Fig. 1: the clock network
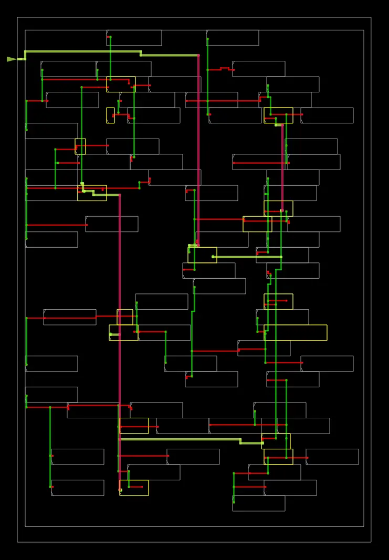
Fig. 2: cell sizes after repair
(4 px per micron)
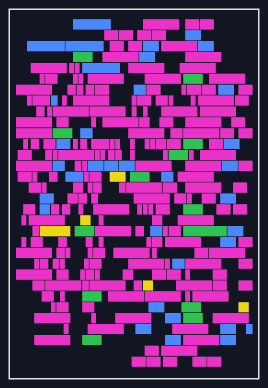
Fig. 3: M3 wires
(4 px per micron)
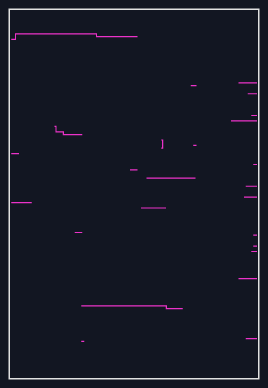
Fig. 4: sequential cells grouped by signal name
(4 px per micron)
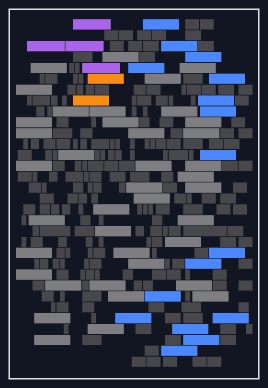
Fig. 5: wire density map
(4 px per micron) 12 x 18 tiles, from black (low) to pale yellow (high), scaled to the fullest tile. Values are wire area over tile area, all layers added.
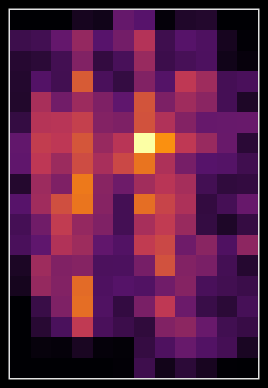
<file path="config.mk">
export PLATFORM = sky130hd
export DESIGN_NAME = bcd_scan_ctrl
export DESIGN_NICKNAME = d
export VERILOG_FILES = /design/src/rtl/bcd_pkg.sv /design/src/rtl/bcd_phase_cnt.sv /design/src/rtl/bcd_scan_ctrl.sv
export SDC_FILE = /design/constraint.sdc
export NUM_CORES = 1
export LEC_CHECK = 0
export CORE_ASPECT_RATIO = 1.5
export CORE_UTILIZATION = 50
export CTS_CLUSTER_DIAMETER = 100
export DETAILED_ROUTE_END_ITERATION = 7
export PLACE_DENSITY = 0.72
export SLEW_MARGIN = 20
export SYNTH_ARGS = -nofsm -noshare
export SYNTH_HDL_FRONTEND = slang
export SYNTH_SLANG_ARGS = --single-unit
</file>
<file path="constraint.sdc">
create_clock -name clk -period 5.1 [get_ports clk]
set_input_delay 0.765 -clock clk [delete_from_list [all_inputs] [get_ports clk]]
set_output_delay 0.765 -clock clk [all_outputs]
set_load 0.01 [all_outputs]
</file>
<file path="src/rtl/bcd_pkg.sv">
// rtl/bcd_pkg.sv - shared encodings and helpers for the BCD digit scanner
package bcd_pkg;

    typedef enum logic {
        ST_BLANK = 1'b0,
        ST_SHOW  = 1'b1
    } scan_state_t;

    localparam int         NUM_DIGITS = 4;
    localparam logic [3:0] AN_OFF     = 4'b1111;

    // Counter width: enough bits to hold (longest phase length - 1)
    function automatic int cnt_width(input int clk_div, input int dead_cycles);
        int m;
        m = clk_div;
        if (dead_cycles > m) m = dead_cycles;
        if (m < 2) m = 2;
        return $clog2(m);
    endfunction

endpackage

</file>
<file path="src/rtl/bcd_phase_cnt.sv">
// rtl/bcd_phase_cnt.sv - phase length counter with end-of-phase pulse
module bcd_phase_cnt #(
    parameter int W = 2
) (
    input  logic         clk,
    input  logic         rst_n,
    input  logic         clr,
    input  logic [W-1:0] last,
    output logic         done
);

    logic [W-1:0] cnt;

    // done marks the final cycle of the current phase (cnt reached length-1)
    assign done = (cnt == last);

    // Count up, restarting at zero when a phase ends or the scan is halted
    always_ff @(posedge clk or negedge rst_n) begin
        if (!rst_n) begin
            cnt <= '0;
        end else if (clr || done) begin
            cnt <= '0;
        end else begin
            cnt <= cnt + 1'b1;
        end
    end

endmodule

</file>
<file path="src/rtl/bcd_scan_ctrl.sv">
// rtl/bcd_scan_ctrl.sv - 4-digit multiplexed display scanner with tear-free update buffer
module bcd_scan_ctrl
    import bcd_pkg::*;
#(
    parameter int CLK_DIV     = 50000,
    parameter int DEAD_CYCLES = 8
) (
    input  logic        clk,
    input  logic        rst_n,
    input  logic        en,
    input  logic        upd_valid,
    input  logic [15:0] upd_data,
    output logic        upd_ready,
    output logic [3:0]  digit,
    output logic [3:0]  an,
    output logic        frame_tick
);

    localparam int              CW         = cnt_width(CLK_DIV, DEAD_CYCLES);
    localparam int              IW         = $clog2(NUM_DIGITS);
    localparam logic [CW-1:0]   SHOW_LAST  = CW'(CLK_DIV - 1);
    localparam logic [CW-1:0]   BLANK_LAST = (DEAD_CYCLES == 0) ? '0 : CW'(DEAD_CYCLES - 1);
    localparam logic [IW-1:0]   IDX_LAST   = IW'(NUM_DIGITS - 1);

    scan_state_t   state, state_nxt;
    logic [IW-1:0] idx, idx_nxt;
    logic [15:0]   act, act_nxt;
    logic [15:0]   pend;
    logic          pend_full;
    logic          done;
    logic          frame_end;
    logic          swap;
    logic [CW-1:0] phase_last;
    logic [3:0]    an_nxt;
    logic [3:0]    digit_nxt;

    // BLANK after a halt/reset lasts one cycle when blanking is disabled
    assign phase_last = (state == ST_SHOW) ? SHOW_LAST : BLANK_LAST;

    bcd_phase_cnt #(.W(CW)) u_phase_cnt (
        .clk   (clk),
        .rst_n (rst_n),
        .clr   (~en),
        .last  (phase_last),
        .done  (done)
    );

    assign frame_end = en && (state == ST_SHOW) && (idx == IDX_LAST) && done;
    // New data only lands on a frame boundary, or at once while the display is halted
    assign swap      = pend_full && (frame_end || !en);
    assign upd_ready = ~pend_full;

    // Next scan position, next active value and the output pattern they imply
    always_comb begin
        state_nxt = state;
        idx_nxt   = idx;
        act_nxt   = swap ? pend : act;
        if (!en) begin
            state_nxt = ST_BLANK;
            idx_nxt   = '0;
        end else if (done) begin
            if (state == ST_BLANK) begin
                state_nxt = ST_SHOW;
            end else begin
                idx_nxt   = idx + 1'b1;
                state_nxt = (DEAD_CYCLES == 0) ? ST_SHOW : ST_BLANK;
            end
        end
        an_nxt    = (state_nxt == ST_SHOW) ? ~(4'b0001 << idx_nxt) : AN_OFF;
        digit_nxt = act_nxt[{idx_nxt, 2'b00} +: 4];
    end

    // Scan FSM with registered display outputs
    always_ff @(posedge clk or negedge rst_n) begin
        if (!rst_n) begin
            state      <= ST_BLANK;
            idx        <= '0;
            an         <= AN_OFF;
            digit      <= 4'h0;
            frame_tick <= 1'b0;
        end else begin
            state      <= state_nxt;
            idx        <= idx_nxt;
            an         <= an_nxt;
            digit      <= digit_nxt;
            frame_tick <= frame_end;
        end
    end

    // Pending/active double buffer with valid/ready capture
    always_ff @(posedge clk or negedge rst_n) begin
        if (!rst_n) begin
            act       <= 16'h0000;
            pend      <= 16'h0000;
            pend_full <= 1'b0;
        end else begin
            act <= act_nxt;
            if (upd_valid && !pend_full) begin
                pend      <= upd_data;
                pend_full <= 1'b1;
            end else if (swap) begin
                pend_full <= 1'b0;
            end
        end
    end

endmodule
</file>
==> impl_summary.log <==
[report] extracting results
INFO  metric ys_sh_aoi = 5.885%
INFO  metric total_combinational_power = 0.201 mW
INFO  metric yosysTopAreaCell = sky130_fd_sc_hd__dfrtp_1
INFO  metric synth-cells-yosys = 227
INFO  metric pwr-share-seq = 49.4%
INFO  metric netlist_logic_family_top = simple AND/OR/NAND/NOR gates
INFO  metric cts-root-buf = sky130_fd_sc_hd__clkbuf_8
INFO  metric top_cell_area_share = a little over half
INFO  metric bufs_on_longest_clock_path = 2
INFO  metric drt_pass1_iterations = 6
INFO  metric clk-insertion-delay-late = 0.34 ns
INFO  metric final-max-slew-violation-count = 0
INFO  metric globalRouteMet3Util = between 5 and 6%
INFO  metric mappedNetlistArea = 0.002700 sq mm
INFO  metric drive_gt1_share = 19.85%
INFO  metric num_antenna_cells = 0
INFO  metric grt_overflow = 0
INFO  metric final_layout_top_logic_cells = sky130_fd_sc_hd__dfrtp_1, sky130_fd_sc_hd__clkdlybuf4s50_1, sky130_fd_sc_hd__nand2_1
INFO  metric cts_htree_levels = 3
INFO  metric critPathSlowestCell = sky130_fd_sc_hd__o21ai_0
INFO  metric drv_cap = 0
INFO  metric postLayoutSetupSlackWorst = 2.696 ns
INFO  metric area_fraction_in_full_adders_half_adders_and_majority_gates = 0.9268%
INFO  metric edf_count = 0
INFO  metric ys_warnings = 0
INFO  metric power.switching = 0.3161 mW
INFO  metric largestRegisters = act x16, pend x16, u_phase_cnt.cnt x16
INFO  metric place.detailed.instances = 319
INFO  metric critical_path_required = 5.29 ns
INFO  metric cts_tree = done
INFO  metric run_status = finished clean
INFO  metric placed_area = between 0.003 and 0.004 sq mm
INFO  metric regToRegSetupSlack = 2.70 ns
INFO  metric clockPowerShare = roughly a third
INFO  metric nClkBuffers = 13
INFO  metric p_sw_share = 24.82%
INFO  metric layout.cells.most_common = sky130_fd_sc_hd__dfrtp_1
INFO  metric max_stage_delay = 0.53 ns
INFO  metric cp-end-kind = register
INFO  metric synth.net_count = 249
INFO  metric number_of_antenna_violations_at_the_first_check_in_global_routing = 0
INFO  metric powerClk = approximately 0.44 mW
INFO  metric post_synth.cell_area_avg = 11.89 sq um
INFO  metric post-cts-setup-buffer-count = 0
INFO  metric final.setup.tns = 0 ns
INFO  metric post-route-period-util = 47.13%
INFO  metric post_synth_and_or_nand_nor_area_fraction = 15.89%
INFO  metric async_flop_share = 100.0%
INFO  metric clock_area_share = approximately 6.5%
INFO  metric critPathLaunch = u_phase_cnt.cnt[5]
INFO  metric dominantRegCellSynth = sky130_fd_sc_hd__dfrtp_1
INFO  metric stdcell_area = 0.003233 sq mm
INFO  metric non_clock_inverter_count = 15
INFO  metric path_max_fanout = 8
INFO  metric io_pins = 30
INFO  metric gr-max-usage-layer = met2
INFO  metric combPwrFrac = 15.8%
INFO  metric chip_area = 0.005704 sq mm
INFO  metric cp_num_buf_inv = 0
INFO  metric rsz0062_at_grt = false
INFO  metric utilization = 62.60%
INFO  metric avgRoutedWirePerCell = 14.74 microns
INFO  metric grt_usage = 20.64%
INFO  metric final_hold_fails = 0
INFO  metric tapcell.inserted = ~68
INFO  metric design_power_total = 1.274 mW
INFO  metric r2r-start = u_phase_cnt.cnt[5]
INFO  metric crit_path_end = digit[0]
INFO  metric area_growth = 19.74%
INFO  metric maxUsedRoutingLayer = met4
INFO  metric hold_fix_buffer_count_after_cts = 0
INFO  metric start_kind = register
INFO  metric number_of_global_route_vias_before_repair = 1884
INFO  metric power-per-cell-area = 394.0 mW/mm^2
INFO  metric final_net_count = 284
INFO  metric path_cells = nor4_4 -> nand4_2 -> o21ai_0 -> and2_1 -> a221o_1 -> o221ai_1
INFO  metric dp_worst_setup_slack = ~2 ns
INFO  metric comb_area = 0.001049 sq mm
INFO  metric critical_path_class = register to register
INFO  metric synthXorXnorAreaFrac = 4.541%
INFO  metric hpwl = 3.477 mm
INFO  metric seq_area = 0.001531 sq mm
INFO  metric min_delay_worst_endpoint = u_phase_cnt.cnt[0]
INFO  metric synth.lib_cells_used.distinct = 41
INFO  metric r2r_end = digit[0]
-- Fig. 1 (at the start) --
count of flip-flops and latches: 61
clk_skew: 0.006744 ns
clk sinks: 61
clock buffer count from CTS: 9

-- Fig. 2 (at the start) --
- _6 and larger: green (cells 13; share 4.9%; most used clkbuf_8)
- _0 and _1 cells: magenta (cells 214; share 80%; most used dfrtp_1)
- _3 and _4 cells: yellow (cells 5; share 1.9%; most used buf_4)
- _2 cells: blue (cells 35; share 13%; most used mux2_2)

-- Fig. 3 (at the start) --
- longest straight run: 21.2 microns
- nets with wire on the layer: 18
- share of all routed wire: 2.6%
- main direction: horizontal
- wire length on this layer: 128 microns

-- Fig. 4 (at the start) --
- pend: blue (placed flops 16)
- an: purple (placed flops 4)
- idx: orange (placed flops 2)
- not coloured: 39

-- Fig. 5 (at the start) --
- nearly empty tiles: 11%
- fullest tile: 0.49
- tiles over half the peak: 13%
- densest ninth of the die: centre

Power is estimated from default activity; no workload was simulated.
